`src/rtl/cam_pkg.sv`:
```
// Shared types and default geometry for the camera capture path.
package cam_pkg;

   typedef enum logic [1:0] {
      ST_IDLE,
      ST_ARM,
      ST_SYNC,
      ST_CAPTURE
   } cam_state_t;

   localparam int unsigned DEF_H_ACTIVE = 640;
   localparam int unsigned DEF_V_ACTIVE = 480;
   localparam int unsigned DEF_ADDR_W   = 19;

   typedef logic [7:0]            pixel_t;
   typedef logic [DEF_ADDR_W-1:0] addr_t;

endpackage

```
`src/rtl/cam_sync_edge.sv`:
```
// Registers one camera sync pin and reports its level plus rise/fall pulses,
// all one cycle behind the pin.
module cam_sync_edge (
   input  logic PCLK_cam,
   input  logic rst_n,
   input  logic sig,
   output logic level,
   output logic rise,
   output logic fall
);

   logic sig_q;
   logic sig_prev;

   // NOTE: sequential state uses non-blocking assignments so every register samples pre-edge values.
   always_ff @(posedge PCLK_cam) begin
      if (!rst_n) begin
         sig_q    <= 1'b0;
         sig_prev <= 1'b0;
      end else begin
         sig_q    <= sig;
         sig_prev <= sig_q;
      end
   end

   assign level = sig_q;
   assign rise  = sig_q & ~sig_prev;
   assign fall  = ~sig_q & sig_prev;

endmodule

```
`src/rtl/cam_capture_ctrl.sv`:
```
// Frame-capture sequencer: arms on start, aligns to VSYNC, writes pixels to the frame buffer.
// Define CAM_CTRL_STATS_EN to build the frame_count / drop_count statistics counters.
module cam_capture_ctrl
   import cam_pkg::*;
#(
   parameter int unsigned H_ACTIVE = DEF_H_ACTIVE,
   parameter int unsigned V_ACTIVE = DEF_V_ACTIVE,
   parameter int unsigned ADDR_W   = DEF_ADDR_W
) (
   input  logic              PCLK_cam,
   input  logic              rst_n,
   input  logic              start,
   input  logic              continuous,
   input  logic              abort,
   input  logic              VSYNC_cam,
   input  logic              HREF_cam,
   input  logic              pix_valid,
   input  logic [7:0]        pix_data,
   output logic              wr_valid,
   input  logic              wr_ready,
   output logic [ADDR_W-1:0] wr_addr,
   output logic [7:0]        wr_data,
   output logic              busy,
   output logic              frame_done,
   output logic              frame_err,
   output logic [7:0]        frame_count,
   output logic [15:0]       drop_count
);

   localparam int unsigned PIX_W  = $clog2(H_ACTIVE + 1);
   localparam int unsigned LINE_W = $clog2(V_ACTIVE + 1);

   cam_state_t state, state_nxt;

   logic vs_level, vs_rise, vs_fall;
   logic href_level, href_rise, href_fall;
   logic unused_edges;

   logic [PIX_W-1:0]  pix_cnt;
   logic [LINE_W-1:0] line_cnt;
   logic [ADDR_W-1:0] line_base;
   logic [ADDR_W-1:0] addr_cnt;
   logic              geom_err;
   logic              ovr_err;

   logic capturing, accept, in_range, reg_free;
   logic load, ovr_drop, geo_drop, frame_end, frame_good;

   cam_sync_edge u_vsync_edge (
      .PCLK_cam (PCLK_cam),
      .rst_n    (rst_n),
      .sig      (VSYNC_cam),
      .level    (vs_level),
      .rise     (vs_rise),
      .fall     (vs_fall)
   );

   cam_sync_edge u_href_edge (
      .PCLK_cam (PCLK_cam),
      .rst_n    (rst_n),
      .sig      (HREF_cam),
      .level    (href_level),
      .rise     (href_rise),
      .fall     (href_fall)
   );

   assign unused_edges = ^{vs_fall, href_level, href_rise};

   always_ff @(posedge PCLK_cam) begin
      if (!rst_n) state <= ST_IDLE;
      else        state <= state_nxt;
   end

   // NOTE: default assignment first so no path through this block can infer a latch.
   always_comb begin
      state_nxt = state;
      if (abort) begin
         state_nxt = ST_IDLE;
      end else begin
         unique case (state)
            ST_IDLE:    if (start)     state_nxt = ST_ARM;
            ST_ARM:     if (vs_level)  state_nxt = ST_SYNC;
            ST_SYNC:    if (!vs_level) state_nxt = ST_CAPTURE;
            ST_CAPTURE: if (vs_rise)   state_nxt = continuous ? ST_SYNC : ST_IDLE;
            default:                   state_nxt = ST_IDLE;
         endcase
      end
   end

   always_comb begin
      busy = (state != ST_IDLE);
   end

   assign capturing  = (state == ST_CAPTURE);
   assign accept     = capturing && !abort && pix_valid && HREF_cam;
   assign in_range   = (pix_cnt < PIX_W'(H_ACTIVE)) && (line_cnt < LINE_W'(V_ACTIVE));
   assign reg_free   = !wr_valid || wr_ready;
   assign load       = accept && in_range && reg_free;
   assign ovr_drop   = accept && in_range && !reg_free;
   assign geo_drop   = accept && !in_range;
   assign frame_end  = capturing && !abort && vs_rise;
   assign frame_good = (line_cnt == LINE_W'(V_ACTIVE)) && !geom_err && !ovr_err;

   // Address advances for every in-range slot, written or not, so it always equals line*H_ACTIVE+pixel.
   always_ff @(posedge PCLK_cam) begin
      if (!rst_n) begin
         pix_cnt    <= '0;
         line_cnt   <= '0;
         line_base  <= '0;
         addr_cnt   <= '0;
         geom_err   <= 1'b0;
         ovr_err    <= 1'b0;
         frame_done <= 1'b0;
         frame_err  <= 1'b0;
      end else begin
         frame_done <= frame_end && frame_good;
         frame_err  <= frame_end && !frame_good;
         if (state == ST_SYNC) begin
            pix_cnt   <= '0;
            line_cnt  <= '0;
            line_base <= '0;
            addr_cnt  <= '0;
            geom_err  <= 1'b0;
            ovr_err   <= 1'b0;
         end else if (capturing) begin
            if (href_fall) begin
               if (pix_cnt != PIX_W'(H_ACTIVE))   geom_err <= 1'b1;
               if (line_cnt != LINE_W'(V_ACTIVE)) line_cnt <= line_cnt + 1'b1;
               pix_cnt   <= '0;
               line_base <= line_base + ADDR_W'(H_ACTIVE);
               addr_cnt  <= line_base + ADDR_W'(H_ACTIVE);
            end else if (accept) begin
               if (pix_cnt != PIX_W'(H_ACTIVE)) pix_cnt  <= pix_cnt + 1'b1;
               if (in_range)                    addr_cnt <= addr_cnt + 1'b1;
            end
            if (geo_drop) geom_err <= 1'b1;
            if (ovr_drop) ovr_err  <= 1'b1;
         end
      end
   end

   // Single output register; a held write is only released by wr_ready or abort.
   always_ff @(posedge PCLK_cam) begin
      if (!rst_n) begin
         wr_valid <= 1'b0;
         wr_addr  <= '0;
         wr_data  <= '0;
      end else if (abort) begin
         wr_valid <= 1'b0;
      end else if (load) begin
         wr_valid <= 1'b1;
         wr_addr  <= addr_cnt;
         wr_data  <= pix_data;
      end else if (wr_ready) begin
         wr_valid <= 1'b0;
      end
   end

`ifdef CAM_CTRL_STATS_EN
   logic [7:0]  frame_cnt_q;
   logic [15:0] drop_cnt_q;

   always_ff @(posedge PCLK_cam) begin
      if (!rst_n) begin
         frame_cnt_q <= '0;
         drop_cnt_q  <= '0;
      end else begin
         if (frame_done) frame_cnt_q <= frame_cnt_q + 1'b1;
         if ((ovr_drop || geo_drop) && (drop_cnt_q != 16'hFFFF)) drop_cnt_q <= drop_cnt_q + 1'b1;
      end
   end

   assign frame_count = frame_cnt_q;
   assign drop_count  = drop_cnt_q;
`else
   assign frame_count = '0;
   assign drop_count  = '0;
`endif

endmodule

```
`config.mk`:
```
export PLATFORM = sky130hd
export DESIGN_NAME = cam_capture_ctrl
export DESIGN_NICKNAME = d
export VERILOG_FILES = /design/src/rtl/cam_pkg.sv /design/src/rtl/cam_sync_edge.sv /design/src/rtl/cam_capture_ctrl.sv
export SDC_FILE = /design/constraint.sdc
export NUM_CORES = 1
export LEC_CHECK = 0
export ABC_AREA = 1
export CORE_MARGIN = 2
export CORE_UTILIZATION = 42
export CTS_BUF_LIST = sky130_fd_sc_hd__clkbuf_4 sky130_fd_sc_hd__clkbuf_8
export CTS_CLUSTER_DIAMETER = 200
export CTS_CLUSTER_SIZE = 8
export DETAILED_ROUTE_END_ITERATION = 12
export PLACE_DENSITY = 0.7
export RECOVER_POWER = 50
export SKIP_LAST_GASP = 1
export SYNTH_ARGS = -nofsm -noshare
export SYNTH_HDL_FRONTEND = slang
export SYNTH_SLANG_ARGS = --single-unit
```
`constraint.sdc`:
```
create_clock -name PCLK_cam -period 1.8 [get_ports PCLK_cam]
set_input_delay 0.54 -clock PCLK_cam [delete_from_list [all_inputs] [get_ports PCLK_cam]]
set_output_delay 0.54 -clock PCLK_cam [all_outputs]
set_load 0.02 [all_outputs]
```
Supply network:
Pins as bars on the die edge. Tap cells in grey.
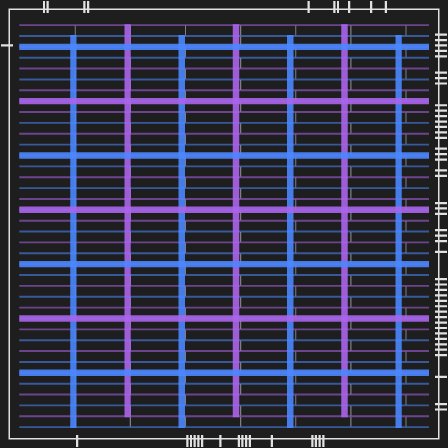
[VSS] blue
[VDD] purple
signal pins: 72
tap cells: 136
met5 straps: 7
die y size: 107 um
VDD IR max: 331 uV

Selected gate families:
The bar under the picture is 20 um long.
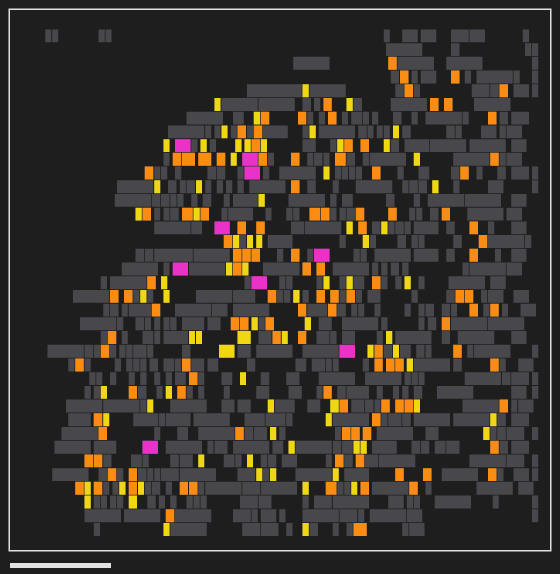
[inverters] yellow | cells: 78
[XOR/XNOR gates] magenta | cells: 9
[inverting AOI/OAI gates] orange | cells: 118 | where: widely spread

Clock wires, drivers and flops:
The bar under the picture is 20 um long.
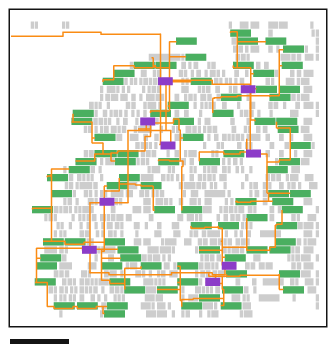
[clock wires] orange | length: 1120 um
[cells driving clock nets] purple | count: 9
[flip-flops] green | count: 88
flops lie: widely spread

Cells coloured by class:
The bar under the picture is 20 um long.
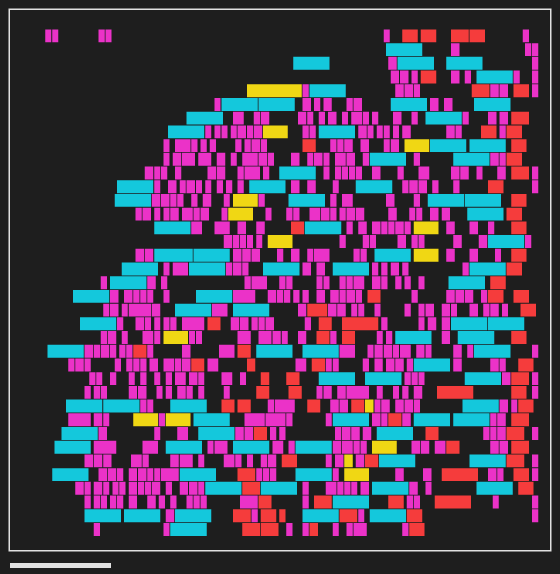
[all other logic] magenta | cells: 545 | share of their area: 48%
[other buffers and delay cells] red | cells: 79 | share of their area: 14%
[clock drivers and dummy loads] yellow | cells: 15 | share of their area: 4.0%
[flip-flops] cyan | cells: 88 | share of their area: 34%

Clock wiring as the flow saved it:
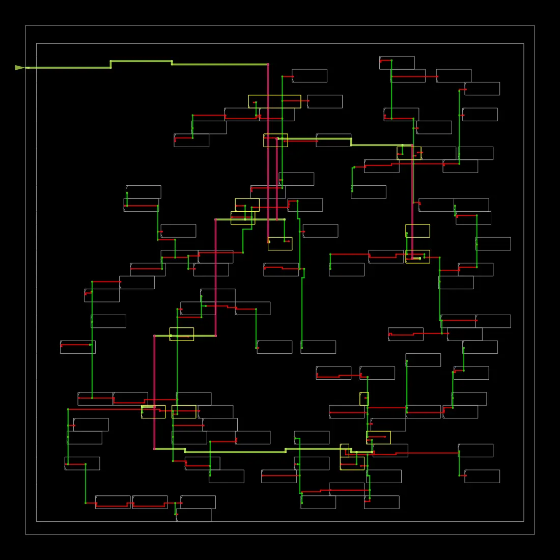
sequential cell count: 88
Clock Buffer Count: 12

==> impl_metrics.env <==
# implementation run metrics
export IMPL_n_antenna_cell=0
export IMPL_edf_count=0
export IMPL_synth_flops=88
export IMPL_insertion_delay_ns=0.37
export IMPL_port_buffers=47
export IMPL_holdPathStages=2
export IMPL_swShare_pct=22.8
export IMPL_crit_arrival_ns=1.16
export IMPL_status="finished, final reports clean"
export IMPL_rrSetupSlack_ns=0.18
export IMPL_hold_end="u_href_edge.sig_prev$_SDFF_PN0_"
export IMPL_path_class="flop to primary output"
export IMPL_p_clk_share_pct=40.0
export IMPL_finalMaxSlewViolations=0
export IMPL_grtUsageMet3_pct=4.26
export IMPL_power_mw=3.58
export IMPL_critPathLaunchType="flop"
export IMPL_io_pins=72
export IMPL_routed_wl_mm=9.86
export IMPL_n_all_inverters=78
export IMPL_detail_route_antenna_nets=0
export IMPL_rows=37
export IMPL_wl_met2_mm=4.62
export IMPL_use_met1_pct=22.4
export IMPL_period_minus_slack_ns=1.70
export IMPL_power_leader="registers"
export IMPL_p_sw_mw=0.815
export IMPL_pwr_share_seq_pct=54.7
export IMPL_cp_end_kind="primary output"
export IMPL_worstPathMaxFanout=6
export IMPL_vias=4157
export IMPL_post_cts_setup_buffer_count=0
export IMPL_logic_area_um2=2200
export IMPL_critPathTopFamily="flip-flops"
export IMPL_finalClockPeriodUsage_pct=94.5
export IMPL_syn_avg_cell_area_um2=6.82
export IMPL_grt_pass1_wl_mm=16.8
export IMPL_synthArstFlopShare_pct=0
export IMPL_power_density_nw_per_um2=668
export IMPL_antenna_found_initial=0
export IMPL_fin_area_um2=5360
export IMPL_numCtsBuffers=9
export IMPL_fp_util_pct=43.3
export IMPL_largest_area_cell="dfxtp_1"
export IMPL_cts_sinks=88
export IMPL_root_buffer="clkbuf_8"
export IMPL_ys_seq_share_pct=39.4
export IMPL_final_cells=863
export IMPL_final_clk_cell_share_pct=3.83
export IMPL_total_leakage_power_nw=2.30
export IMPL_p_comb_share_pct=5.3
export IMPL_lay_top_count="nand2_1"
export IMPL_worstReg2RegStart="state[0]$_SDFFE_PP0P_"
export IMPL_crit_required_ns=1.26
export IMPL_core_um2=10300
export IMPL_hpwl_mm=7.39
export IMPL_critPathMaxStageDelay_ns=0.44
export IMPL_hold_path_class="flop to flop"
export IMPL_r2r_cells=9
export IMPL_tightest_slew_ns=0.523
export IMPL_final_cell_mix="nand2_1 (144), dfxtp_1 (87), inv_1 (73), a21oi_1 (69), nor2_1 (66)"
export IMPL_rsz0062_at_grt="no"
export IMPL_netlist_instances=655
export IMPL_place_area_um2=5160
export IMPL_path_buffers=2
export IMPL_ys_cells=655
export IMPL_drive_above_1_share_pct=9.08
export IMPL_setup_ws_ns=0.0994
export IMPL_setup_viol=0
export IMPL_cts_resized_gates=31
export IMPL_syn_area_um2=4470
export IMPL_top_cell="nand2_1"
export IMPL_worst_path_stages=3
export IMPL_min_from="u_href_edge.level$_SDFF_PN0_"
export IMPL_top_area_share_pct=39.4
export IMPL_final_util_pct=51.9
export IMPL_endpoint="busy"
export IMPL_dp_cells=845
export IMPL_yosys_most_used_dff="dfxtp_1"
export IMPL_fillCellCount=1040
export IMPL_max_cap_violations=0
export IMPL_powerSeq_mw=1.96
export IMPL_viasPerCell=4.82
export IMPL_buffer_area_share_pct=13.3
export IMPL_cts_tree="done"
export IMPL_preCtsSetupSlack_ns=-0.290
export IMPL_ys_types=35
export IMPL_max_slew_margin_pct=64.9
export IMPL_yosys_area_um2=4470
export IMPL_tool_warnings=29
export IMPL_pg_comb_mw=0.189
export IMPL_path_cells="inv_1 -> nand2_1 -> clkbuf_2"
export IMPL_grt_overflow=0
export IMPL_critPathSlowestCell="dfxtp_1"
export IMPL_htreeDepth=3
export IMPL_fp_dieW_um=107
export IMPL_synthTopCellsByCount="nand2_1 (144), dfxtp_1 (88), inv_1 (74)"
export IMPL_setup_tns_ns=0
export IMPL_routed_top_layer="met4"
export IMPL_max_freq_mhz=588
export IMPL_grt_max_degree=28
export IMPL_place_congestion=0.815
export IMPL_track_usage_pct=17.9
export IMPL_drcViolationCount=0
export IMPL_met2_usage_pct=30.3
export IMPL_p_clk_mw=1.43
export IMPL_topCellsByArea="dfxtp_1 (39%), nand2_1 (12%), a21oi_1 (7.7%)"
export IMPL_die_area_um2=11500
export IMPL_first_global_vias=3803
export IMPL_largest_class="combinational gates"
export IMPL_grt_busiest_layer="met2"
export IMPL_layout_nets=746
export IMPL_met3_length_um=447
export IMPL_wl_per_cell_um=11.4
export IMPL_seq_share_pct=32.9
export IMPL_intPower_mw=2.76
export IMPL_comb_share_pct=41.1
export IMPL_skew_ns=0.0130
export IMPL_reg2reg_to="line_cnt[8]$_SDFFE_PP0P_"
==> cell families after synthesis <==
| kind of cell | share of synthesized area, % |
|---|---|
| adder cells (fa/ha/maj) | 1.68 |
| flip-flops | 39.4 |
| XOR/XNOR | 1.76 |
| AND-OR/OR-AND | 14.0 |
| other | 0.0839 |
| AND/OR/NAND/NOR | 29.6 |
| buffers and inverters | 13.4 |
==> flip-flops by register name, summed over array words and instances, names as in the netlist <==
signal / count
frame_err: 1
u_vsync_edge.level: 1
frame_done: 1
addr_cnt: 19
geom_err: 1
line_base: 12
line_cnt: 9
u_href_edge.level: 1
u_vsync_edge.sig_prev: 1
pix_cnt: 10
wr_addr: 19
wr_valid: 1
ovr_err: 1
u_href_edge.sig_prev: 1
state: 2
wr_data: 8
